## src/rtl/cc_obstacle_scroller.sv

```systemverilog
// Obstacle field generator for the LED-matrix game: spawns LFSR rows, scrolls them
// down on a prescaled tick that speeds up with the level, and freezes on collision.
module cc_obstacle_scroller #(
    parameter int         NUMBER_DATAWIDTH = 8,
    parameter int         PRESCALER_WIDTH  = 26,
    parameter int         INITIAL_PERIOD   = 24999999,
    parameter int         MIN_PERIOD       = 4999999,
    parameter int         PERIOD_STEP      = 2500000,
    parameter int         LEVEL_ROWS       = 8,
    parameter logic [7:0] LFSR_SEED        = 8'hA5
) (
    input  logic                        CC_OBSTACLE_SCROLLER_CLOCK_50,
    input  logic                        CC_OBSTACLE_SCROLLER_RESET_InHigh,
    input  logic                        CC_OBSTACLE_SCROLLER_enable_In,
    input  logic                        CC_OBSTACLE_SCROLLER_clear_In,
    input  logic                        CC_OBSTACLE_SCROLLER_collision_In,
    output logic [NUMBER_DATAWIDTH-1:0] CC_OBSTACLE_SCROLLER_fila7_OutBUS,
    output logic [NUMBER_DATAWIDTH-1:0] CC_OBSTACLE_SCROLLER_fila6_OutBUS,
    output logic [NUMBER_DATAWIDTH-1:0] CC_OBSTACLE_SCROLLER_fila5_OutBUS,
    output logic [NUMBER_DATAWIDTH-1:0] CC_OBSTACLE_SCROLLER_fila4_OutBUS,
    output logic [NUMBER_DATAWIDTH-1:0] CC_OBSTACLE_SCROLLER_fila3_OutBUS,
    output logic [NUMBER_DATAWIDTH-1:0] CC_OBSTACLE_SCROLLER_fila2_OutBUS,
    output logic [NUMBER_DATAWIDTH-1:0] CC_OBSTACLE_SCROLLER_fila1_OutBUS,
    output logic [NUMBER_DATAWIDTH-1:0] CC_OBSTACLE_SCROLLER_fila0_OutBUS,
    output logic                        CC_OBSTACLE_SCROLLER_tick_Out,
    output logic [7:0]                  CC_OBSTACLE_SCROLLER_score_OutBUS,
    output logic [3:0]                  CC_OBSTACLE_SCROLLER_level_OutBUS,
    output logic                        CC_OBSTACLE_SCROLLER_frozen_Out
);

    typedef enum logic [1:0] {IDLE, RUN, PAUSE, FROZEN} stateT;

    typedef struct packed {
        stateT                                state;
        logic [7:0][NUMBER_DATAWIDTH-1:0]     rows;
        logic [7:0]                           score;
        logic [3:0]                           level;
        logic [PRESCALER_WIDTH-1:0]           period;
        logic [PRESCALER_WIDTH-1:0]           prescaler;
        logic [7:0]                           lfsr;
        logic                                 phase;
        logic                                 tick;
    } regsT;

    localparam logic [PRESCALER_WIDTH-1:0] INIT_P = PRESCALER_WIDTH'(INITIAL_PERIOD);
    localparam logic [PRESCALER_WIDTH-1:0] MIN_P  = PRESCALER_WIDTH'(MIN_PERIOD);
    localparam logic [PRESCALER_WIDTH-1:0] STEP_P = PRESCALER_WIDTH'(PERIOD_STEP);
    localparam logic [PRESCALER_WIDTH:0]   FLOOR_TRIGGER = (PRESCALER_WIDTH+1)'(MIN_PERIOD + PERIOD_STEP);

    localparam regsT RESET_REGS = '{
        state: IDLE, rows: '0, score: '0, level: '0, period: INIT_P,
        prescaler: '0, lfsr: LFSR_SEED, phase: 1'b0, tick: 1'b0
    };

    regsT cur;
    regsT nxt;

    logic                        tickFire;
    logic                        scoreInc;
    logic                        levelUp;
    logic [7:0]                  scoreNext;
    logic [7:0]                  lfsrShift;
    logic [NUMBER_DATAWIDTH-1:0] spawnRow;

    // NOTE: clear is synchronous, so it sits in the clocked branch rather than the sensitivity list.
    always_ff @(posedge CC_OBSTACLE_SCROLLER_CLOCK_50 or posedge CC_OBSTACLE_SCROLLER_RESET_InHigh) begin
        if (CC_OBSTACLE_SCROLLER_RESET_InHigh) begin
            cur <= RESET_REGS;
        end else if (CC_OBSTACLE_SCROLLER_clear_In) begin
            cur <= RESET_REGS;
        end else begin
            // NOTE: non-blocking so every register samples the pre-edge state together.
            cur <= nxt;
        end
    end

    // Spawned row always keeps the column selected by lfsr[2:0] open.
    assign spawnRow  = NUMBER_DATAWIDTH'(cur.lfsr & ~(8'd1 << cur.lfsr[2:0]));
    assign lfsrShift = {cur.lfsr[6:0], cur.lfsr[7] ^ cur.lfsr[5] ^ cur.lfsr[4] ^ cur.lfsr[3]};
    assign tickFire  = (cur.state == RUN) && !CC_OBSTACLE_SCROLLER_collision_In
                       && (cur.prescaler == cur.period);
    assign scoreInc  = (cur.rows[0] != '0) && (cur.score != 8'hFF);
    assign scoreNext = cur.score + 8'd1;
    assign levelUp   = scoreInc && ((int'(scoreNext) % LEVEL_ROWS) == 0) && (cur.level != 4'hF);

    // NOTE: nxt defaults to cur first, so every path assigns every field and no latch is inferred.
    always_comb begin
        nxt      = cur;
        nxt.tick = tickFire;

        unique case (cur.state)
            IDLE:    if (CC_OBSTACLE_SCROLLER_enable_In) nxt.state = RUN;
            RUN:     if (CC_OBSTACLE_SCROLLER_collision_In) nxt.state = FROZEN;
                     else if (!CC_OBSTACLE_SCROLLER_enable_In) nxt.state = PAUSE;
            PAUSE:   if (CC_OBSTACLE_SCROLLER_collision_In) nxt.state = FROZEN;
                     else if (CC_OBSTACLE_SCROLLER_enable_In) nxt.state = RUN;
            default: nxt.state = cur.state;
        endcase

        if (cur.state == RUN && !CC_OBSTACLE_SCROLLER_collision_In) begin
            nxt.prescaler = tickFire ? '0 : cur.prescaler + 1'b1;
        end

        if (tickFire) begin
            nxt.rows  = {(cur.phase ? '0 : spawnRow), cur.rows[7:1]};
            nxt.phase = ~cur.phase;
            if (!cur.phase) nxt.lfsr = (lfsrShift == 8'd0) ? LFSR_SEED : lfsrShift;
            if (scoreInc) nxt.score = scoreNext;
            if (levelUp) begin
                nxt.level  = cur.level + 4'd1;
                nxt.period = ({1'b0, cur.period} >= FLOOR_TRIGGER) ? cur.period - STEP_P : MIN_P;
            end
        end
    end

    assign CC_OBSTACLE_SCROLLER_fila7_OutBUS  = cur.rows[7];
    assign CC_OBSTACLE_SCROLLER_fila6_OutBUS  = cur.rows[6];
    assign CC_OBSTACLE_SCROLLER_fila5_OutBUS  = cur.rows[5];
    assign CC_OBSTACLE_SCROLLER_fila4_OutBUS  = cur.rows[4];
    assign CC_OBSTACLE_SCROLLER_fila3_OutBUS  = cur.rows[3];
    assign CC_OBSTACLE_SCROLLER_fila2_OutBUS  = cur.rows[2];
    assign CC_OBSTACLE_SCROLLER_fila1_OutBUS  = cur.rows[1];
    assign CC_OBSTACLE_SCROLLER_fila0_OutBUS  = cur.rows[0];
    assign CC_OBSTACLE_SCROLLER_tick_Out      = cur.tick;
    assign CC_OBSTACLE_SCROLLER_score_OutBUS  = cur.score;
    assign CC_OBSTACLE_SCROLLER_level_OutBUS  = cur.level;
    assign CC_OBSTACLE_SCROLLER_frozen_Out    = (cur.state == FROZEN);

endmodule
```

## config.mk

```make
export PLATFORM = sky130hd
export DESIGN_NAME = cc_obstacle_scroller
export DESIGN_NICKNAME = d
export VERILOG_FILES = /design/src/rtl/cc_obstacle_scroller.sv
export SDC_FILE = /design/constraint.sdc
export NUM_CORES = 1
export LEC_CHECK = 0
export CAP_MARGIN = 20
export CORE_ASPECT_RATIO = 1.2
export CORE_MARGIN = 1
export CORE_UTILIZATION = 35
export CTS_BUF_LIST = sky130_fd_sc_hd__clkbuf_8
export DETAILED_ROUTE_END_ITERATION = 8
export GPL_TIMING_DRIVEN = 0
export HOLD_SLACK_MARGIN = 0.06
export PLACE_DENSITY_LB_ADDON = 0.08
export SYNTH_ARGS = -nofsm -noshare
export SYNTH_HDL_FRONTEND = slang
export SYNTH_SLANG_ARGS = --single-unit
```

## constraint.sdc

```tcl
create_clock -name CC_OBSTACLE_SCROLLER_CLOCK_50 -period 6.1 [get_ports CC_OBSTACLE_SCROLLER_CLOCK_50]
set_input_delay 1.22 -clock CC_OBSTACLE_SCROLLER_CLOCK_50 [delete_from_list [all_inputs] [get_ports CC_OBSTACLE_SCROLLER_CLOCK_50]]
set_output_delay 1.22 -clock CC_OBSTACLE_SCROLLER_CLOCK_50 [all_outputs]
set_load 0.05 [all_outputs]
```

==> out/qor.yml, run 1 <==
clock_network:
  path_clk_slew_ns: 0.07
  cts_sinks: 136
  clk_path_buf_depth: 2
  clkLatencyLatePin_ns: 0.46
  numCtsBuffers: 17
  cts_resized: 0
global_routing:
  antenna_found_initial: 0
  overflow: 0
  first_global_vias: 5881
  grt_max_degree: 83
  grtUsageMet3: 0.0284
  grt_pass1_wl_um: 31800
  grtUsageMet2: 0.324
sta:
  max_freq_mhz: 294
  hold_violations: 0
  slew_headroom: 0.498
  clock_skew_ns: 0.0169
  finalCriticalPeriod_ns: 3.40
  worst_pin_slew_ns: 0.753
  setup_slack_ns: 2.70
  finalCritPeriodShare: 0.557
  slew_violations: 0
  rsz0062_at_grt: "no"
critical_path:
  worstPathArrival_ns: 3.71
  reg2reg_to: "cur[35]"
  endpoint_kind: "flip-flop"
  crit_path_max_incr_delay_ns: 0.47
  r2r-start: "cur[47]"
  worstRegToRegCells: 8
  critical_path.top_delay_family: "simple AND/OR/NAND/NOR gates"
  ff2ff_setup_slack_ns: 3.14
  cp_data_required_time_ns: 6.41
  path_class: "in2reg"
  crit_start: "CC_OBSTACLE_SCROLLER_collision_In"
  start_kind: "input pin"
  crit_path_end: "cur[35]"
power_and_ir_drop:
  pwr-share-comb: 0.070
  p_switching_mw: 0.484
  p_int_mw: 1.40
  ir_drop_mv: 0.118
  netSwitchingFraction: 0.257
detailed_routing:
  drc: 0
  drtIter0Drc: 274
  wl_per_cell_um: 15.9
  num_vias: 6007
  dr_wl_met2_um: 9860
  drtAntennaViolNets: 0
  drt-pass1-iter-count: 5
  via_per_inst: 4.93
min_path:
  hold_end: "cur[9]"
  hold_path_depth: 2
logic_synthesis:
  flop_cell: "dfrtp_1"
  yosys_area_um2: 7440
  most_common_cell: "nand2_1"
  yosys.area_share.xor_xnor: 0.0636
  mux_area_frac: 0.0109
  syn_area_um2: 7440
  syn-num-nets: 850
  async_flop_share: 1.00
  synth-seq-area-share: 0.460
finish:
  n_all_buffers: 206
  logic_area_um2: 3170
  largest_register_ffs: 59
  seq_cells: 136
  lay_top_cells: "158 x nand2_1, 119 x dfrtp_1, 87 x a21oi_1, 81 x clkdlybuf4s50_1, 76 x buf_4"
  layout.nets: 951
  dominant_cells: "flip-flops and latches"
  logic_gates: 558
placement:
  dp.cells: 1188
  dp_slack_ns: 2.20
floorplan:
  io_pins: 83
  fp_util: 0.356
run_status:
  outcome: "finished clean"
Figure 1. Wiring by layer (run 1).
The bar under the picture is 50 um long. Two of the layers only.
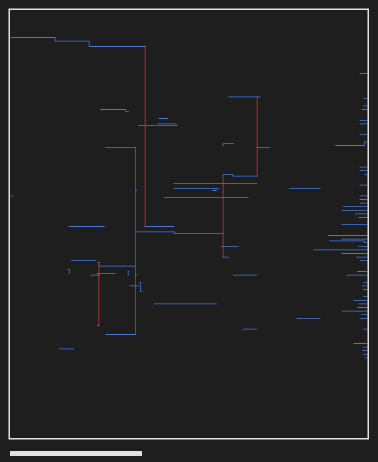
- metal 4: red (wire length 224 um)
- metal 3: blue (wire length 613 um)

Figure 2. Gate families picked out (run 1).
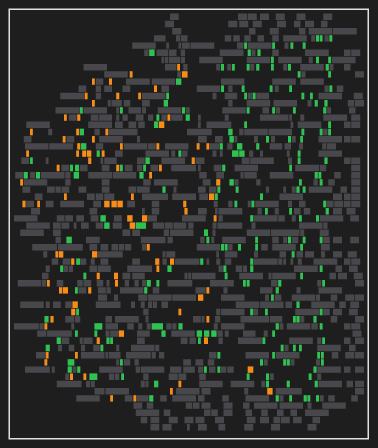
- NAND gates: green (cells 200; most used nand2_1; where widely spread)
- NOR gates: orange (cells 88; most used nor2_1)
most used logic cell in the final layout: nand2_1
non-filler instance count after layout: 1219
Comb/total area: 0.350

Figure 3. Placement by cell class (run 1).
The bar under the picture is 50 um long.
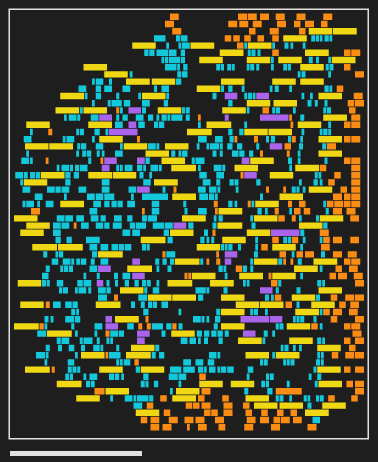
- flops: yellow (cells 136)
- combinational and other logic: cyan (cells 576)
- other buffers and delay cells: orange (cells 206)
- clock drivers and dummy loads: purple (cells 31)
area of the core: 20900 um2
fin area: 9050 um2
Std-Cell Rows: 58
fin util: 0.433

Figure 4. Sequential cells grouped by signal name (run 1).
The bar under the picture is 50 um long. Other sequential cells in the stronger gray, the rest of the logic in the fainter gray.
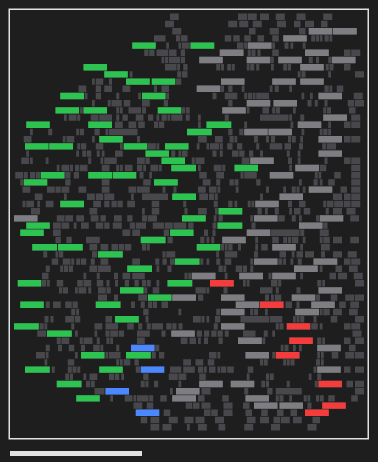
- CC_OBSTACLE_SCROLLER_fila1_OutBUS: red (flops 8; where bottom right)
- cur: green (flops 59)
- CC_OBSTACLE_SCROLLER_level_OutBUS: blue (flops 4)
Reg area: 3420 um2
sequential power: 0.925 mW

Figure 5. Track usage over the die (run 1).
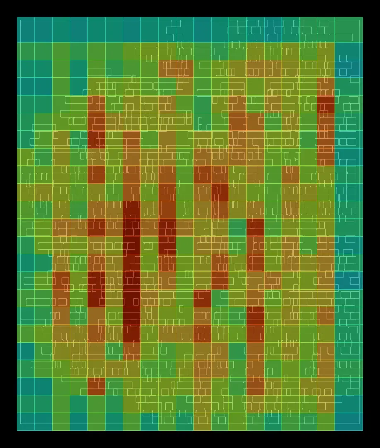

## Run 2: what changed since run 1
==> constraint.sdc (replaced) <==
create_clock -name CC_OBSTACLE_SCROLLER_CLOCK_50 -period 3.45 [get_ports CC_OBSTACLE_SCROLLER_CLOCK_50]
set_input_delay 0.69 -clock CC_OBSTACLE_SCROLLER_CLOCK_50 [delete_from_list [all_inputs] [get_ports CC_OBSTACLE_SCROLLER_CLOCK_50]]
set_output_delay 0.69 -clock CC_OBSTACLE_SCROLLER_CLOCK_50 [all_outputs]
set_load 0.05 [all_outputs]
Figure 6. Track usage over the die (run 2).
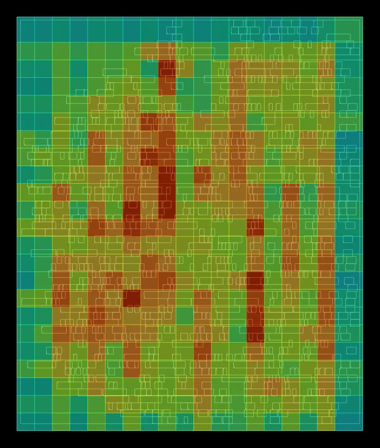
gr busiest metal: met2
fin util: 0.432
GR Util met1: 0.238
drt wl/cell: 15.9 um
met2 GRT Util: 0.333

Figure 7. Wiring by layer (run 2).
The bar under the picture is 50 um long. Two of the layers only.
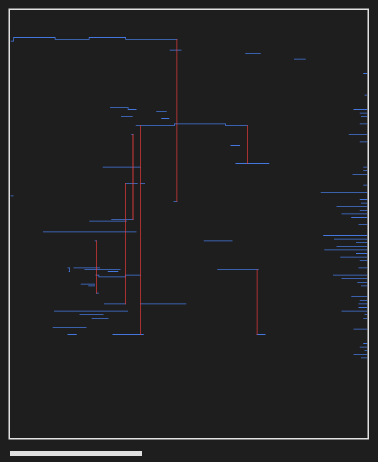
vias: 5984
Detailed Route WL: 19500 um

Figure 8. Sequential cells grouped by signal name (run 2).
The bar under the picture is 50 um long. Other sequential cells in the stronger gray, the rest of the logic in the fainter gray.
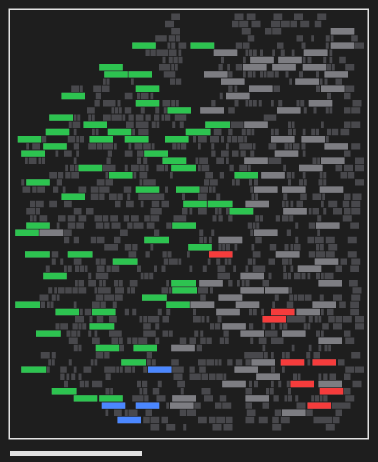
- cur: green (flops 59)
- CC_OBSTACLE_SCROLLER_fila1_OutBUS: red (flops 8; where bottom right)
- CC_OBSTACLE_SCROLLER_level_OutBUS: blue (flops 4)
- not colored: 65

==> run 2 against run 1 <==
Against the previous run:
- hold slack better by 0.0034 ns
- global-route usage is 0.18 points higher
- cell count is 0.33% higher
- register-to-register slack worse by 2.6 ns
- clock power is 52% higher
- sequential cell count stayed put
- first-iteration DRC count is 5.1% lower
- largest power group unchanged
- synthesized cell count stayed put
- final area is 0.17% lower
- combinational power is 83% higher
- largest cell class unchanged
- count of clock-buffer cells in the layout stayed put
==> out/qor.yml, run 2 <==
logic_synthesis:
  yosys_area_um2: 7440  # unchanged
  syn_area_um2: 7440  # unchanged
  synth-seq-area-share: 0.460  # unchanged
  most_common_cell: "nand2_1"
  syn-num-nets: 850  # unchanged
  flop_cell: "dfrtp_1"
  yosys.area_share.xor_xnor: 0.0636  # unchanged
  async_flop_share: 1.00  # unchanged
  mux_area_frac: 0.0109  # unchanged
clock_network:
  cts_sinks: 136  # unchanged
  clk_path_buf_depth: 2  # unchanged
  clkLatencyLatePin_ns: 0.47  # about the same
  cts_resized: 0  # unchanged
  path_clk_slew_ns: 0.09  # +0.02 ns
  numCtsBuffers: 17  # unchanged
power_and_ir_drop:
  p_switching_mw: 0.920  # +90%
  p_int_mw: 2.22  # +58%
  seq-power_mw: 1.63  # +76%
  netSwitchingFraction: 0.293  # +0.0361
  pwr-share-comb: 0.077  # +0.007
detailed_routing:
  dr_wl_met2_um: 9940  # +0.75%
  drtAntennaViolNets: 0  # unchanged
  drc: 0  # unchanged
  drt-pass1-iter-count: 5  # unchanged
  via_per_inst: 4.89  # -0.71%
  drtIter0Drc: 260  # -5.1%
global_routing:
  first_global_vias: 5970  # +1.5%
  grt_pass1_wl_um: 32200  # +1.1%
finish:
  logic_area_um2: 3170  # unchanged
  n_all_buffers: 209  # +1.5%
  num_antenna_cells: 0
  logic_gates: 558  # unchanged
  dominant_cells: "flip-flops and latches"
  comb_area_frac: 0.350  # +0.000581
  fin_area_um2: 9040  # -0.17%
  layout.area.seq_um2: 3420  # unchanged
  lay_top_cells: "158 x nand2_1, 119 x dfrtp_1, 87 x a21oi_1, 81 x clkdlybuf4s50_1, 76 x buf_4"
  layout.nets: 954  # +0.32%
  seq_cells: 136  # unchanged
  final_cells: 1223  # +0.33%
  layout_top_cell: "nand2_1"
placement:
  dp_slack_ns: 0.0415  # -2.16 ns
  dp.cells: 1191  # +0.25%
  dp_hpwl_um: 14400
min_path:
  hold_end: "cur[9]"
sta:
  max_freq_mhz: 341
  hold_violations: 0  # unchanged
  setup_slack_ns: 0.521  # -2.18 ns
  clock_skew_ns: 0.0168  # -0.0000886 ns
  worst_pin_slew_ns: 0.773  # +0.0201 ns
  rsz0062_at_grt: "no"
  finalCritPeriodShare: 0.849
  slew_headroom: 0.485  # -0.0134
run_status:
  outcome: "finished clean"
critical_path:
  crit_path_max_incr_delay_ns: 0.53  # +0.06 ns
  worstPathArrival_ns: 3.26  # -0.45 ns
  start_kind: "flip-flop"
  crit_path_end: "cur[22]"
  r2r-start: "cur[47]"
  endpoint_kind: "flip-flop"
  cp_data_required_time_ns: 3.78  # -2.63 ns
  path_class: "reg2reg"
  worstRegToRegCells: 8  # unchanged
floorplan:
  core.rowCount: 58  # unchanged
  core_area_um2: 20900  # unchanged
Power and IR drop assume default switching activity.
